===== config.mk =====
export PLATFORM = sky130hd
export DESIGN_NAME = lsu_mem_ctrl_flat
export DESIGN_NICKNAME = d
export VERILOG_FILES = /design/src/rtl/lsu_mem_ctrl_if.sv /design/src/rtl/lsu_mem_ctrl.sv /design/src/flat_wrapper.sv
export SDC_FILE = /design/constraint.sdc
export NUM_CORES = 1
export LEC_CHECK = 0
export CAP_MARGIN = 25
export CORE_ASPECT_RATIO = 0.9
export CORE_MARGIN = 4
export CORE_UTILIZATION = 25
export CTS_CLUSTER_SIZE = 28
export DETAILED_ROUTE_END_ITERATION = 12
export PLACE_DENSITY_LB_ADDON = 0.15
export SETUP_SLACK_MARGIN = 0.1
export SKIP_CTS_REPAIR_TIMING = 1
export SLEW_MARGIN = 20
export SYNTH_ARGS = -nofsm -noshare
export SYNTH_HDL_FRONTEND = slang
export SYNTH_SLANG_ARGS = --single-unit

===== constraint.sdc =====
create_clock -name clk -period 5.47 [get_ports clk]
set_clock_uncertainty 0.1 [all_clocks]
set_input_delay 1.094 -clock clk [delete_from_list [all_inputs] [get_ports clk]]
set_output_delay 1.094 -clock clk [all_outputs]
set_load 0.03 [all_outputs]

===== src/rtl/lsu_mem_ctrl_if.sv =====
// Core/memory-side signal bundle for the load/store unit.
// slave is the unit's view; master is the view of whatever drives the core and memory sides.
interface lsu_mem_ctrl_if;
   // Core request side
   logic        req_valid;
   logic        req_ready;
   logic        req_we;
   logic [2:0]  req_funct3;
   logic [31:0] req_addr;
   logic [31:0] req_wdata;
   logic        stall;

   // Core response side
   logic        resp_valid;
   logic [31:0] resp_rdata;
   logic        resp_misalign;
   logic        resp_err;

   // Data memory port
   logic        mem_req;
   logic        mem_we;
   logic [31:0] mem_addr;
   logic [3:0]  mem_be;
   logic [31:0] mem_wdata;
   logic [31:0] mem_rdata;
   logic        mem_ack;

   modport slave (
      input  req_valid, req_we, req_funct3, req_addr, req_wdata, mem_rdata, mem_ack,
      output req_ready, stall, resp_valid, resp_rdata, resp_misalign, resp_err,
             mem_req, mem_we, mem_addr, mem_be, mem_wdata
   );

   modport master (
      output req_valid, req_we, req_funct3, req_addr, req_wdata, mem_rdata, mem_ack,
      input  req_ready, stall, resp_valid, resp_rdata, resp_misalign, resp_err,
             mem_req, mem_we, mem_addr, mem_be, mem_wdata
   );
endinterface


===== src/rtl/lsu_mem_ctrl.sv =====
// RV32I load/store unit: width decode, lane steering, req/ack memory handshake with
// ack timeout, and sign/zero extension of load data.
module lsu_mem_ctrl #(
   parameter int unsigned ACK_TIMEOUT = 16,
   parameter int unsigned CNT_W       = 5
) (
   input logic                clk,
   input logic                rst,
   lsu_mem_ctrl_if.slave      bus
);

   localparam logic [1:0] StIdle = 2'd0;
   localparam logic [1:0] StReq  = 2'd1;
   localparam logic [1:0] StResp = 2'd2;

   logic [1:0]       state_q, state_d;
   logic [CNT_W-1:0] cnt_q, cnt_d;
   logic             mem_req_q, mem_req_d;
   logic             mem_we_q, mem_we_d;
   logic [31:0]      mem_addr_q, mem_addr_d;
   logic [3:0]       mem_be_q, mem_be_d;
   logic [31:0]      mem_wdata_q, mem_wdata_d;
   logic [2:0]       ld_f3_q, ld_f3_d;
   logic [1:0]       ld_off_q, ld_off_d;
   logic             resp_valid_q, resp_valid_d;
   logic             resp_misalign_q, resp_misalign_d;
   logic             resp_err_q, resp_err_d;
   logic [31:0]      resp_rdata_q, resp_rdata_d;

   logic             legal;
   logic             misalign;
   logic [3:0]       be_dec;
   logic [31:0]      wdata_dec;
   logic [7:0]       rd_byte;
   logic [15:0]      rd_half;
   logic [31:0]      rd_ext;

   // Decode width/legality, byte enables and lane-replicated store data of the incoming request
   always_comb begin
      legal     = 1'b0;
      misalign  = 1'b0;
      be_dec    = 4'b0000;
      wdata_dec = 32'h0;
      unique case (bus.req_funct3)
         3'd0, 3'd4: begin
            legal  = (bus.req_funct3 == 3'd0) | ~bus.req_we;
            be_dec = 4'b0001 << bus.req_addr[1:0];
         end
         3'd1, 3'd5: begin
            legal    = (bus.req_funct3 == 3'd1) | ~bus.req_we;
            misalign = bus.req_addr[0];
            be_dec   = bus.req_addr[1] ? 4'b1100 : 4'b0011;
         end
         3'd2: begin
            legal    = 1'b1;
            misalign = (bus.req_addr[1:0] != 2'b00);
            be_dec   = 4'b1111;
         end
         default: legal = 1'b0;
      endcase
      if (bus.req_we) begin
         unique case (bus.req_funct3[1:0])
            2'd0:    wdata_dec = {4{bus.req_wdata[7:0]}};
            2'd1:    wdata_dec = {2{bus.req_wdata[15:0]}};
            default: wdata_dec = bus.req_wdata;
         endcase
      end
   end

   // Select the addressed lane of the returned word and extend it by the latched load type
   always_comb begin
      unique case (ld_off_q)
         2'd0:    rd_byte = bus.mem_rdata[7:0];
         2'd1:    rd_byte = bus.mem_rdata[15:8];
         2'd2:    rd_byte = bus.mem_rdata[23:16];
         default: rd_byte = bus.mem_rdata[31:24];
      endcase
      rd_half = ld_off_q[1] ? bus.mem_rdata[31:16] : bus.mem_rdata[15:0];
      unique case (ld_f3_q)
         3'd0:    rd_ext = {{24{rd_byte[7]}}, rd_byte};
         3'd1:    rd_ext = {{16{rd_half[15]}}, rd_half};
         3'd4:    rd_ext = {24'h0, rd_byte};
         3'd5:    rd_ext = {16'h0, rd_half};
         default: rd_ext = bus.mem_rdata;
      endcase
   end

   // Next-state logic for the IDLE -> REQ -> RESP access sequence
   always_comb begin
      state_d         = state_q;
      cnt_d           = cnt_q;
      mem_req_d       = mem_req_q;
      mem_we_d        = mem_we_q;
      mem_addr_d      = mem_addr_q;
      mem_be_d        = mem_be_q;
      mem_wdata_d     = mem_wdata_q;
      ld_f3_d         = ld_f3_q;
      ld_off_d        = ld_off_q;
      resp_valid_d    = resp_valid_q;
      resp_misalign_d = resp_misalign_q;
      resp_err_d      = resp_err_q;
      resp_rdata_d    = resp_rdata_q;
      unique case (state_q)
         StIdle: begin
            if (bus.req_valid) begin
               if (!legal || misalign) begin
                  // Faulting access never touches memory
                  state_d         = StResp;
                  resp_valid_d    = 1'b1;
                  resp_misalign_d = 1'b1;
                  resp_rdata_d    = 32'h0;
               end else begin
                  state_d     = StReq;
                  cnt_d       = '0;
                  mem_req_d   = 1'b1;
                  mem_we_d    = bus.req_we;
                  mem_addr_d  = {bus.req_addr[31:2], 2'b00};
                  mem_be_d    = be_dec;
                  mem_wdata_d = wdata_dec;
                  ld_f3_d     = bus.req_funct3;
                  ld_off_d    = bus.req_addr[1:0];
               end
            end
         end
         StReq: begin
            // Ack wins over a timeout landing in the same cycle
            if (bus.mem_ack) begin
               state_d      = StResp;
               mem_req_d    = 1'b0;
               mem_we_d     = 1'b0;
               resp_valid_d = 1'b1;
               resp_rdata_d = mem_we_q ? 32'h0 : rd_ext;
            end else if (cnt_q == CNT_W'(ACK_TIMEOUT - 1)) begin
               state_d      = StResp;
               mem_req_d    = 1'b0;
               mem_we_d     = 1'b0;
               resp_valid_d = 1'b1;
               resp_err_d   = 1'b1;
               resp_rdata_d = 32'h0;
            end else begin
               cnt_d = cnt_q + 1'b1;
            end
         end
         StResp: begin
            state_d         = StIdle;
            resp_valid_d    = 1'b0;
            resp_misalign_d = 1'b0;
            resp_err_d      = 1'b0;
            resp_rdata_d    = 32'h0;
         end
         default: state_d = StIdle;
      endcase
   end

   // State registers with synchronous reset; reset abandons any in-flight access
   always_ff @(posedge clk) begin
      if (rst) begin
         state_q         <= StIdle;
         cnt_q           <= '0;
         mem_req_q       <= 1'b0;
         mem_we_q        <= 1'b0;
         mem_addr_q      <= 32'h0;
         mem_be_q        <= 4'h0;
         mem_wdata_q     <= 32'h0;
         ld_f3_q         <= 3'd0;
         ld_off_q        <= 2'd0;
         resp_valid_q    <= 1'b0;
         resp_misalign_q <= 1'b0;
         resp_err_q      <= 1'b0;
         resp_rdata_q    <= 32'h0;
      end else begin
         state_q         <= state_d;
         cnt_q           <= cnt_d;
         mem_req_q       <= mem_req_d;
         mem_we_q        <= mem_we_d;
         mem_addr_q      <= mem_addr_d;
         mem_be_q        <= mem_be_d;
         mem_wdata_q     <= mem_wdata_d;
         ld_f3_q         <= ld_f3_d;
         ld_off_q        <= ld_off_d;
         resp_valid_q    <= resp_valid_d;
         resp_misalign_q <= resp_misalign_d;
         resp_err_q      <= resp_err_d;
         resp_rdata_q    <= resp_rdata_d;
      end
   end

   assign bus.req_ready     = (state_q == StIdle);
   assign bus.stall         = bus.req_valid & ~resp_valid_q;
   assign bus.resp_valid    = resp_valid_q;
   assign bus.resp_rdata    = resp_rdata_q;
   assign bus.resp_misalign = resp_misalign_q;
   assign bus.resp_err      = resp_err_q;
   assign bus.mem_req       = mem_req_q;
   assign bus.mem_we        = mem_we_q;
   assign bus.mem_addr      = mem_addr_q;
   assign bus.mem_be        = mem_be_q;
   assign bus.mem_wdata     = mem_wdata_q;

endmodule


===== src/flat_wrapper.sv =====
// flat-port wrapper written by rule: the top's interface ports become plain ports
module lsu_mem_ctrl_flat 
#(
   parameter int unsigned ACK_TIMEOUT = 16,
   parameter int unsigned CNT_W       = 5
)
  (clk, rst, bus_req_valid, bus_req_we, bus_req_funct3, bus_req_addr, bus_req_wdata, bus_mem_rdata, bus_mem_ack, bus_req_ready, bus_stall, bus_resp_valid, bus_resp_rdata, bus_resp_misalign, bus_resp_err, bus_mem_req, bus_mem_we, bus_mem_addr, bus_mem_be, bus_mem_wdata);
  lsu_mem_ctrl_if bus_i ();
  input logic clk;
  input logic rst;
  input wire logic [$bits(bus_i.req_valid)-1:0] bus_req_valid;
  input wire logic [$bits(bus_i.req_we)-1:0] bus_req_we;
  input wire logic [$bits(bus_i.req_funct3)-1:0] bus_req_funct3;
  input wire logic [$bits(bus_i.req_addr)-1:0] bus_req_addr;
  input wire logic [$bits(bus_i.req_wdata)-1:0] bus_req_wdata;
  input wire logic [$bits(bus_i.mem_rdata)-1:0] bus_mem_rdata;
  input wire logic [$bits(bus_i.mem_ack)-1:0] bus_mem_ack;
  output wire logic [$bits(bus_i.req_ready)-1:0] bus_req_ready;
  output wire logic [$bits(bus_i.stall)-1:0] bus_stall;
  output wire logic [$bits(bus_i.resp_valid)-1:0] bus_resp_valid;
  output wire logic [$bits(bus_i.resp_rdata)-1:0] bus_resp_rdata;
  output wire logic [$bits(bus_i.resp_misalign)-1:0] bus_resp_misalign;
  output wire logic [$bits(bus_i.resp_err)-1:0] bus_resp_err;
  output wire logic [$bits(bus_i.mem_req)-1:0] bus_mem_req;
  output wire logic [$bits(bus_i.mem_we)-1:0] bus_mem_we;
  output wire logic [$bits(bus_i.mem_addr)-1:0] bus_mem_addr;
  output wire logic [$bits(bus_i.mem_be)-1:0] bus_mem_be;
  output wire logic [$bits(bus_i.mem_wdata)-1:0] bus_mem_wdata;
  assign bus_i.req_valid = bus_req_valid;
  assign bus_i.req_we = bus_req_we;
  assign bus_i.req_funct3 = bus_req_funct3;
  assign bus_i.req_addr = bus_req_addr;
  assign bus_i.req_wdata = bus_req_wdata;
  assign bus_i.mem_rdata = bus_mem_rdata;
  assign bus_i.mem_ack = bus_mem_ack;
  assign bus_req_ready = bus_i.req_ready;
  assign bus_stall = bus_i.stall;
  assign bus_resp_valid = bus_i.resp_valid;
  assign bus_resp_rdata = bus_i.resp_rdata;
  assign bus_resp_misalign = bus_i.resp_misalign;
  assign bus_resp_err = bus_i.resp_err;
  assign bus_mem_req = bus_i.mem_req;
  assign bus_mem_we = bus_i.mem_we;
  assign bus_mem_addr = bus_i.mem_addr;
  assign bus_mem_be = bus_i.mem_be;
  assign bus_mem_wdata = bus_i.mem_wdata;
  lsu_mem_ctrl #(.ACK_TIMEOUT(ACK_TIMEOUT), .CNT_W(CNT_W)) u_core (.clk(clk), .rst(rst), .bus(bus_i));
endmodule

Fig. 1: the metal 4 layer
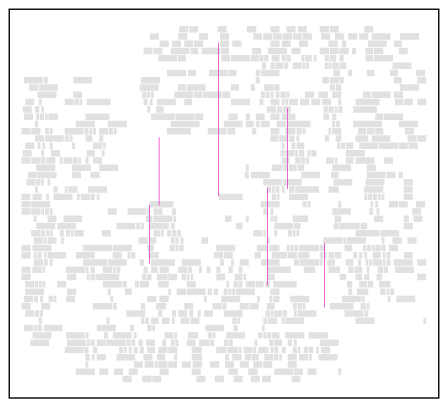
longest straight run = 57.1 um
wire length on this layer = 194 um
via count: 5123
Detailed Route WL: 18100 um

Fig. 2: pin map
Pins as bars across the die edge, other pins in grey.
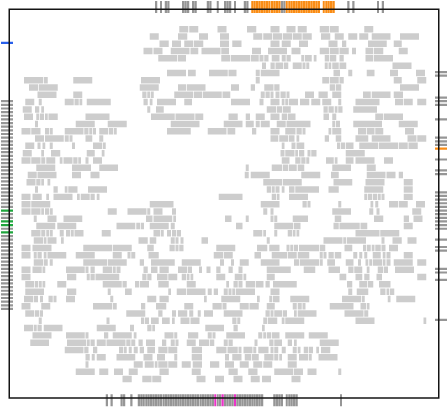
magenta -> `bus_req_funct3`  # pins 3, direction input, edge south
blue -> `clk`  # pins 1, direction input, edge west
orange -> `bus_mem_rdata`  # pins 32, direction input, edge 31 north, 1 east
green -> `bus_mem_be`  # pins 4, direction output, edge west
all pins by edge = 66 south, 59 west, 55 north, 31 east

==> out/metrics.csv <==
stage,metric,value,unit
status,outcome,finished clean,
sta,Setup Viol. Count Final,0,
logic_synthesis,yosys cell count,632,
sta,Final Worst Setup Slack,1.69,ns
sta,setup repair after global routing missed its margin,no,
layout,# clk buffers,18,
layout,flop count,115,
logic_synthesis,Synth Seq Share,44.5,%
setup_path,most numerous cell on the critical path,clkdlybuf4s50_1,
layout,post-route insts no fill,1083,
min_path,Worst Hold Launch,u_core.bus.mem_addr[6],
power_and_ir_drop,Pleak,2.76,nW
setup_path,Crit path depth,3,
place,Routability Congestion,0.830,
power_and_ir_drop,Total Power,2.44,mW
sta,min Tclk post-route,3.78,ns
global_routing,first-pass GRT wire length,27800,um
sta,Final Hold Fails,0,
logic_synthesis,yosys synthesis chip area,5180,sq um
floorplan,Initial Utilization,25.7,%
layout,Nets,924,
place,Area after DPL,7400,sq um
floorplan,Die Y,145,um
power_and_ir_drop,clock network power share,47.6,%
logic_synthesis,"Adder Share, Synth",1.21,%
setup_path,worst r2r path cells,6,
logic_synthesis,MUX share of area,5.34,%
logic_synthesis,ys flops,115,
sta,FMAX,264,MHz
logic_synthesis,Post-Synth Simple-Gate Area,17.7,%
power_and_ir_drop,combinational cell power,0.393,mW
layout,final instance area,8020,sq um
layout,most numerous logic cells after layout,"clkdlybuf4s50_1, nand2_1, dfxtp_1",
setup_path,Worst setup SP type,input pin,
layout,comb_multi_in,445,
layout,ClkCell Share,7.71,%
logic_synthesis,Main logic family,AND-OR/OR-AND gates,
setup_path,CP Max Fanout,6,
logic_synthesis,top post-synthesis cells by count,"nand2_1, dfxtp_1, a21oi_1",
setup_path,Crit path required time,4.28,ns
setup_path,capturing point of the worst reg2reg path,u_core.ld_off_q[1],
logic_synthesis,Cell Type Count,50,
run,Max-Cap Viols,0,
detailed_routing,DR iter-0 viols,299,
layout,Largest cell class,logic gates,
global_routing,initial antenna violation count,0,
floorplan,Tapcells,255,
global_routing,met3 Usage GRT,6.21,%
clocking,CTS Buffer Depth,2,
logic_synthesis,top-count cell post-synth,nand2_1,
layout,Comb/total area,32.1,%
detailed_routing,metal2 WL,8490,um
setup_path,"Slowest-stage cell, CP",clkdlybuf4s50_1,
setup_path,worst path bufs/invs,2,
place,# port buffers,208,
setup_path,CP Class,input pin to output pin,
clocking,H-tree lvl count,4,
sta,Final Max Tran Viols,0,
sta,worst slew pin tran,0.917,ns
power_and_ir_drop,P_clk,1.16,mW
floorplan,cell row count,49,
layout,most numerous logic cell after layout,clkdlybuf4s50_1,
sta,Rel. slew slack,38.6,%
global_routing,met1 GRT Util,19.0,%
global_routing,pin count of the biggest net entering global routing,57,
logic_synthesis,XORs/XNORs by Area,0,%
place,DP Worst Slack,1.45,ns
Fig. 3: routing congestion map
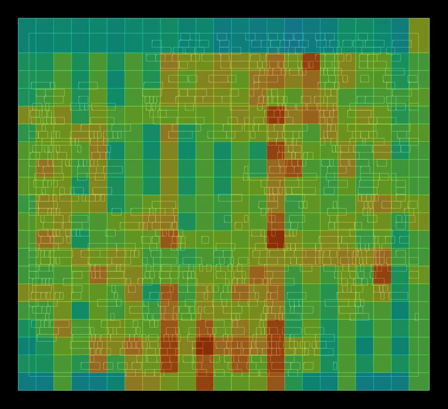
most crowded layer after global routing: met2
met2 GRT Util: 24.9%
routed length per instance: 16.7 um
total track usage: 15.3%
end-of-flow core utilization: 39.7%

Fig. 4: where the registers sit
Other sequential cells in the stronger grey, the rest of the logic in the fainter grey.
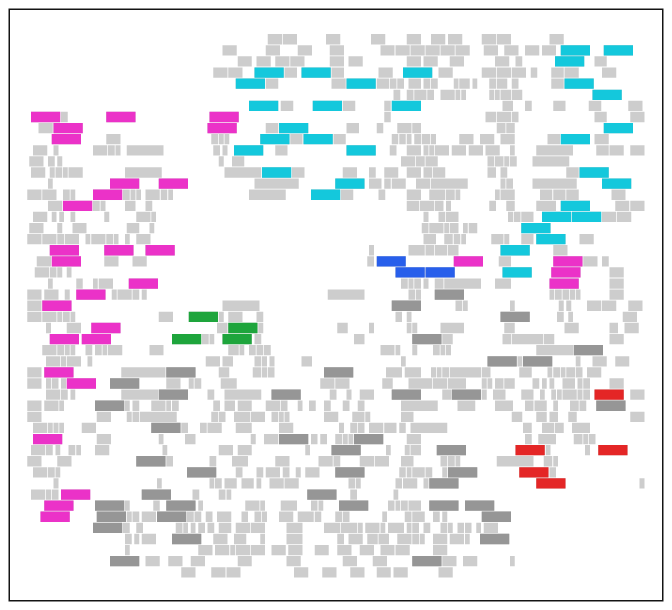
green -> `u_core.bus.mem_be`  # sequential cells 4
red -> `u_core.cnt_q`  # sequential cells 5, where south-east
cyan -> `u_core.bus.resp_rdata`  # sequential cells 32
blue -> `u_core.ld_f3_q`  # sequential cells 3
magenta -> `u_core.bus.mem_addr`  # sequential cells 30
not coloured = 41
Seq area share: 28.7%
sequential power: 0.886 mW
FF/Latch Area: 2300 sq um

No activity file was given, so power comes from the tool's default toggle rates.
